Run 1, I/O pins on the die edge:
Drawn at 1 px/um. Pins as bars across the die edge, other pins in gray.
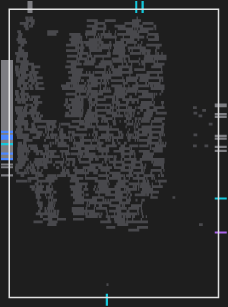
Run 1, I/O nets highlighted:
Drawn at 1 px/um.
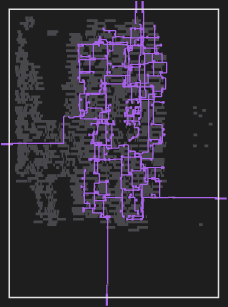
Run 1, sequential cells colored by netlist name:
Drawn at 1 px/um. Other sequential cells in the stronger gray, the rest of the logic in the fainter gray.
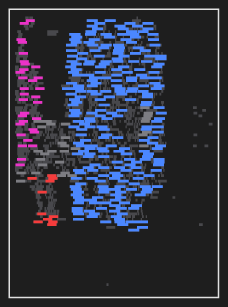
==> config.mk <==
export PLATFORM = sky130hd
export DESIGN_NAME = tsc_dump_receiver
export DESIGN_NICKNAME = d
export VERILOG_FILES = /design/src/rtl/tsc_dump_receiver.sv
export SDC_FILE = /design/constraint.sdc
export NUM_CORES = 1
export LEC_CHECK = 0
export ABC_AREA = 1
export CORE_ASPECT_RATIO = 1.4
export CORE_MARGIN = 5
export CORE_UTILIZATION = 25
export DETAILED_ROUTE_END_ITERATION = 6
export RECOVER_POWER = 50
export SETUP_SLACK_MARGIN = 0.2
export SKIP_CTS_REPAIR_TIMING = 1
export SLEW_MARGIN = 20
export SYNTH_ARGS = -nofsm -noshare
export SYNTH_HDL_FRONTEND = slang
export SYNTH_SLANG_ARGS = --single-unit
export TNS_END_PERCENT = 30
==> constraint.sdc <==
create_clock -name clk -period 2.6 [get_ports clk]
set_clock_uncertainty 0.1 [all_clocks]
set_input_delay 0.52 -clock clk [delete_from_list [all_inputs] [get_ports clk]]
set_output_delay 0.52 -clock clk [all_outputs]
set_load 0.05 [all_outputs]
==> impl_metrics.py, run 1 <==
# Physical implementation metrics
metrics = {
    "status": {
        "run_status": "finished, violations left",
        "violations": "capacitance limit, slew limit",
    },
    "critical_path": {
        "worst_setup_path_end_kind": "primary output",
        "worst-path-stages": 1,
        "path_class": "flip-flop to primary output",
        "cp_top_family": "buffers and inverters",
        "ff2ff_path_depth": 6,
        "critPathSlowestCell": "clkdlybuf4s50_1",
    },
    "clock_network": {
        "root_buffer": "clkbuf_16",
        "numCtsBuffers": 34,
    },
    "finish": {
        "inv_count": 39,
        "comb_area_share_pct": 22.39,
        "diodes": 1,
        "clock_area_share_pct": 6.229,
        "seq_share_pct": 57.07,
        "seq_cells": 329,
        "seq_area_um2": 9514,
        "biggestCellCategory": "flip-flops and latches",
        "logic_area_um2": 3732,
    },
    "drt": {
        "drtPass1Iterations": 5,
        "met3_length_mm": 2.157,
        "viasPerCell": 4.327,
        "drc_errors": 0,
        "dr_wl_met2_mm": 16.35,
        "highest_layer": "met4",
        "wl_mm": 33.05,
        "wl_per_cell_um": 15.78,
    },
    "power": {
        "cellPowerDensity_nw_per_um2": 694.2,
        "powerComb_uw": 1130,
        "p_leak_uw": 0.006365,
        "p_sw_uw": 2764,
        "peakVddDrop_mv": 0.4769,
    },
    "global_route": {
        "grt_overflow": 0,
        "grt.met2_usage_pct": 18.94,
        "grt_pass1_vias": 9188,
    },
    "yosys": {
        "ys_chip_area_um2": 13680,
        "common_cells": "nand2_1, edfxtp_1, nand3_1",
        "netlist_instances": 1226,
        "top_logic_kind": "simple AND/OR/NAND/NOR gates",
        "synthArstFlopShare_pct": 22.19,
        "synth_seq_share_pct": 69.55,
        "ys_sh_simple_pct": 22.59,
        "syn_area_um2": 13680,
    },
    "placement": {
        "dp_cells": 2034,
        "dp_hpwl_mm": 21.21,
    },
    "final_timing": {
        "hold_viol": 0,
        "finalSetupViolations": 0,
        "finalMaxSlewViolations": 132,
    },
    "run": {
        "max_cap_viol_count": 4,
    },
    "floorplan": {
        "dieArea_um2": 59560,
    },
    "min_path": {
        "hp-class": "flip-flop to flip-flop",
    },
}
-- 'I/O pins on the die edge' (at the start) --
[sd] purple | pins: 1 | direction: input | edge: right
[rd_addr] cyan | pins: 5 | direction: input | edge: 2 top, 1 right, 1 bottom, 1 left
[sample_cnt] blue | pins: 6 | direction: output | edge: left
all pins by edge: 76 left, 10 right, 6 top, 1 bottom
PortBufs: 92
die width: 207.7 um
die height: 286.8 um

-- 'I/O nets highlighted' (at the start) --
[rd_addr] purple | bits: 5 | direction: input | end cells: 253 | buffers: 10 | wire: 3350 um
number of I/O pins: 93

-- 'sequential cells colored by netlist name' (at the start) --
[cnt_q] red | placed flops: 11
[trig_time] magenta | placed flops: 32
[mem] blue | placed flops: 256
not colored: 30
power in sequential cells: 5850 uW
utilization after layout: 30.75%

--- run 2 (diff from run 1) ---
DONT_BUFFER_PORTS = 1   (was default)
==> run 2 against run 1 <==
  * The flow still finishes with violations (capacitance limit, slew limit)
  * Clock power barely moved
  * Utilization shrank 1.1 points
  * Sequential power up 5.5%
  * Sequential cell count did not move
  * First-iteration DRC count down 2.4%
  * Die area stayed put
  * Critical path depth did not move
  * Non-clock buffer count decreased by 63
  * Largest cell class unchanged
==> impl_metrics.py, run 2 <==
# Physical implementation metrics
metrics = {
    "status": {
        "run_status": "finished, violations left",
        "violations": "capacitance limit, slew limit",
    },
    "yosys": {
        "ys_chip_area_um2": 13680,
        "common_cells": "nand2_1, edfxtp_1, nand3_1",
        "syn_area_um2": 13680,
        "synthArstFlopShare_pct": 22.19,
        "synth_seq_share_pct": 69.55,
        "top_logic_kind": "simple AND/OR/NAND/NOR gates",
        "ys_sh_simple_pct": 22.59,
    },
    "finish": {
        "comb_area_share_pct": 23.33,
        "seq_cells": 329,
        "logic_area_um2": 3747,
        "clock_area_share_pct": 6.544,
        "diodes": 2,
        "seq_area_um2": 9514,
        "seq_share_pct": 59.23,
        "final_core_util_pct": 29.63,
        "biggestCellCategory": "flip-flops and latches",
    },
    "final_timing": {
        "hold_viol": 0,
        "finalMaxSlewViolations": 166,
        "finalSetupViolations": 0,
    },
    "critical_path": {
        "critPathSlowestCell": "clkbuf_1",
        "path_class": "flip-flop to flip-flop",
        "worst_setup_path_end_kind": "flip-flop",
        "ff2ff_path_depth": 1,
        "cp_top_family": "buffers and inverters",
    },
    "floorplan": {
        "dieArea_um2": 59560,
        "die_width_um": 207.7,
        "die_h_um": 286.8,
        "ioPinCount": 93,
    },
    "global_route": {
        "grt_overflow": 0,
        "grt_pass1_vias": 9108,
        "grt.met2_usage_pct": 19.30,
    },
    "drt": {
        "ant_nets": 0,
        "dr_wl_met2_mm": 16.93,
        "wl_per_cell_um": 16.44,
        "highest_layer": "met4",
        "drc_errors": 0,
        "viasPerCell": 4.404,
        "met3_length_mm": 2.566,
    },
    "placement": {
        "dp_cells": 1943,
        "dp_slack_ns": 0.4285,
        "dp_hpwl_mm": 20.57,
    },
    "power": {
        "p_sw_uw": 2726,
        "peakVddDrop_mv": 0.5509,
        "powerComb_uw": 527,
        "cellPowerDensity_nw_per_um2": 704.9,
        "p_seq_uw": 6170,
        "p_leak_uw": 0.006087,
    },
    "run": {
        "max_cap_viol_count": 5,
    },
    "clock_network": {
        "root_buffer": "clkbuf_16",
        "numCtsBuffers": 31,
    },
}
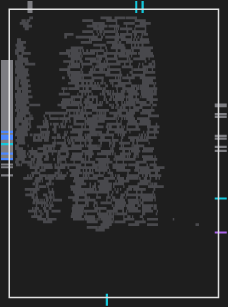
Run 2: I/O pins on the die edge
Drawn at 1 px/um. Pins as bars across the die edge, other pins in gray.
[sd] purple | pins: 1 | direction: input | edge: right
[sample_cnt] blue | pins: 6 | direction: output | edge: left
[rd_addr] cyan | pins: 5 | direction: input | edge: 2 top, 1 right, 1 bottom, 1 left
all pins by edge: 76 left, 10 right, 6 top, 1 bottom
PortBufs: 0

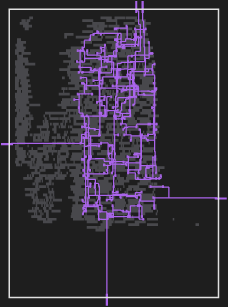
Run 2: I/O nets highlighted
Drawn at 1 px/um.
[rd_addr] purple | bits: 5 | direction: input | end cells: 253 | buffers: 1 | wire: 3520 um

--- run 3 (diff from run 2) ---
CORE_MARGIN = default   (was 5)
==> run 3 against run 2 <==
  * Critical path depth unchanged
  * Synthesized cell count did not move
  * The run still ends with capacitance limit, slew limit left
  * Largest power group unchanged
  * Die area fell by 6.5%
==> impl_metrics.py, run 3 <==
# Physical implementation metrics
metrics = {
    "status": {
        "run_status": "finished, violations left",
        "violations": "capacitance limit, slew limit",
    },
    "power": {
        "cellPowerDensity_nw_per_um2": 723.2,
        "clock_power_uw": 4800,
        "switching_share_pct": 24.15,
        "peakVddDrop_mv": 0.5331,
        "p_seq_uw": 6160,
        "p_leak_uw": 0.006028,
        "powerComb_uw": 522,
        "p_sw_uw": 2771,
    },
    "drt": {
        "ant_nets": 0,
        "dr_wl_met2_mm": 16.44,
        "met3_length_mm": 2.378,
        "drc_errors": 0,
        "wl_met1_mm": 13.44,
        "drtPass1Iterations": 5,
        "highest_layer": "met4",
        "viasPerCell": 4.401,
        "drt_iter0_drc": 681,
    },
    "placement": {
        "dpl-instance-area_um2": 14780,
        "gp_congestion": 0.8332,
        "dp_hpwl_mm": 20.80,
        "io_buffer_count": 0,
        "dp_cells": 1944,
        "dp_slack_ns": 0.3868,
    },
    "finish": {
        "syn2layout_area_growth_pct": 16.00,
        "nFillCells": 5673,
        "comb_area_share_pct": 23.62,
        "design_area_um2": 15870,
        "inv_count": 39,
        "lay_top_count": "nand2_1",
        "seq_area_um2": 9514,
        "logic_area_um2": 3747,
        "clock_area_share_pct": 6.907,
        "final_core_util_pct": 29.34,
        "drive_gt1_share_pct": 11.96,
        "nets": 1313,
        "diodes": 1,
        "clock_buffers": 46,
        "biggestCellCategory": "flip-flops and latches",
        "lay_top_cells": "nand2_1, edfxtp_1, nand3_1, dfrtp_1, nor2_1",
        "seq_cells": 329,
        "seq_share_pct": 59.96,
    },
    "yosys": {
        "ys_sh_simple_pct": 22.59,
        "netlist_instances": 1226,
        "synth_top_cell_by_area": "edfxtp_1",
        "top_cell_area_share_pct": 56.20,
        "top_logic_kind": "simple AND/OR/NAND/NOR gates",
        "ys_chip_area_um2": 13680,
        "common_cells": "nand2_1, edfxtp_1, nand3_1",
        "yosysCellCount": 1226,
        "synthArstFlopShare_pct": 22.19,
        "synth_seq_share_pct": 69.55,
        "syn_area_um2": 13680,
    },
    "final_timing": {
        "finalCritPeriodShare_pct": 88.61,
        "tightest_slew_ns": 1.866,
        "finalMaxSlewViolations": 131,
        "finalSetupViolations": 0,
        "max_freq_mhz": 434.1,
        "hold_viol": 0,
    },
    "clock_network": {
        "root_buffer": "clkbuf_16",
        "clock_latency_ns": 0.52,
        "numCtsBuffers": 34,
        "clk_path_buf_depth": 3,
    },
    "floorplan": {
        "dieArea_um2": 55670,
        "ioPinCount": 93,
        "initCoreUtil_pct": 25.29,
        "die_width_um": 199.7,
        "die_h_um": 278.8,
    },
    "critical_path": {
        "cp-start-kind": "flip-flop",
        "ff2ff_path_depth": 1,
        "worst-path-stages": 1,
        "critical_path.max_stage_delay_ns": 1.34,
        "critPathSlowestCell": "clkbuf_1",
        "worst_setup_path_end_kind": "flip-flop",
        "cp_top_family": "buffers and inverters",
        "cp.arrival_ns": 2.25,
        "crit_chain": "clkbuf_1",
        "path_class": "flip-flop to flip-flop",
    },
    "run": {
        "max_cap_viol_count": 4,
    },
    "min_path": {
        "hp-class": "input port to flip-flop",
        "whs_path_depth": 2,
    },
    "global_route": {
        "grt_pass1_vias": 9042,
        "grt_overflow": 0,
        "grt_use_total_pct": 12.02,
        "met1_usage_pct": 14.31,
    },
}
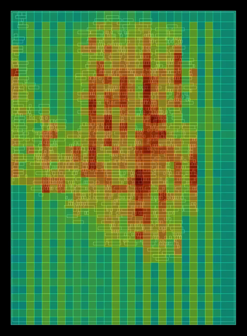
Run 3: routing congestion map
met3 Use GR: 3.128%
Global Route met2 Usage: 20.58%

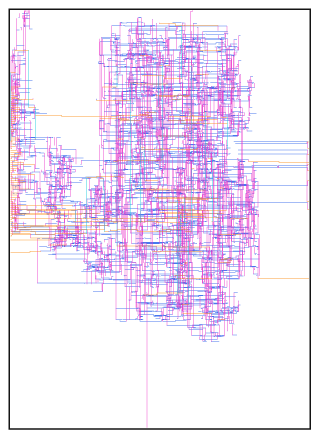
Run 3: routed metal, one color a layer
Drawn at 1.5 px/um.
[M2] magenta | wire length: 16400 um
[M3] orange | wire length: 2380 um
[M1] blue | wire length: 13400 um
[M4] cyan | wire length: 1000 um
final wirelength: 33.26 mm
Avg WL per Cell: 16.55 um
vias: 8847

Power and IR drop assume default switching activity.
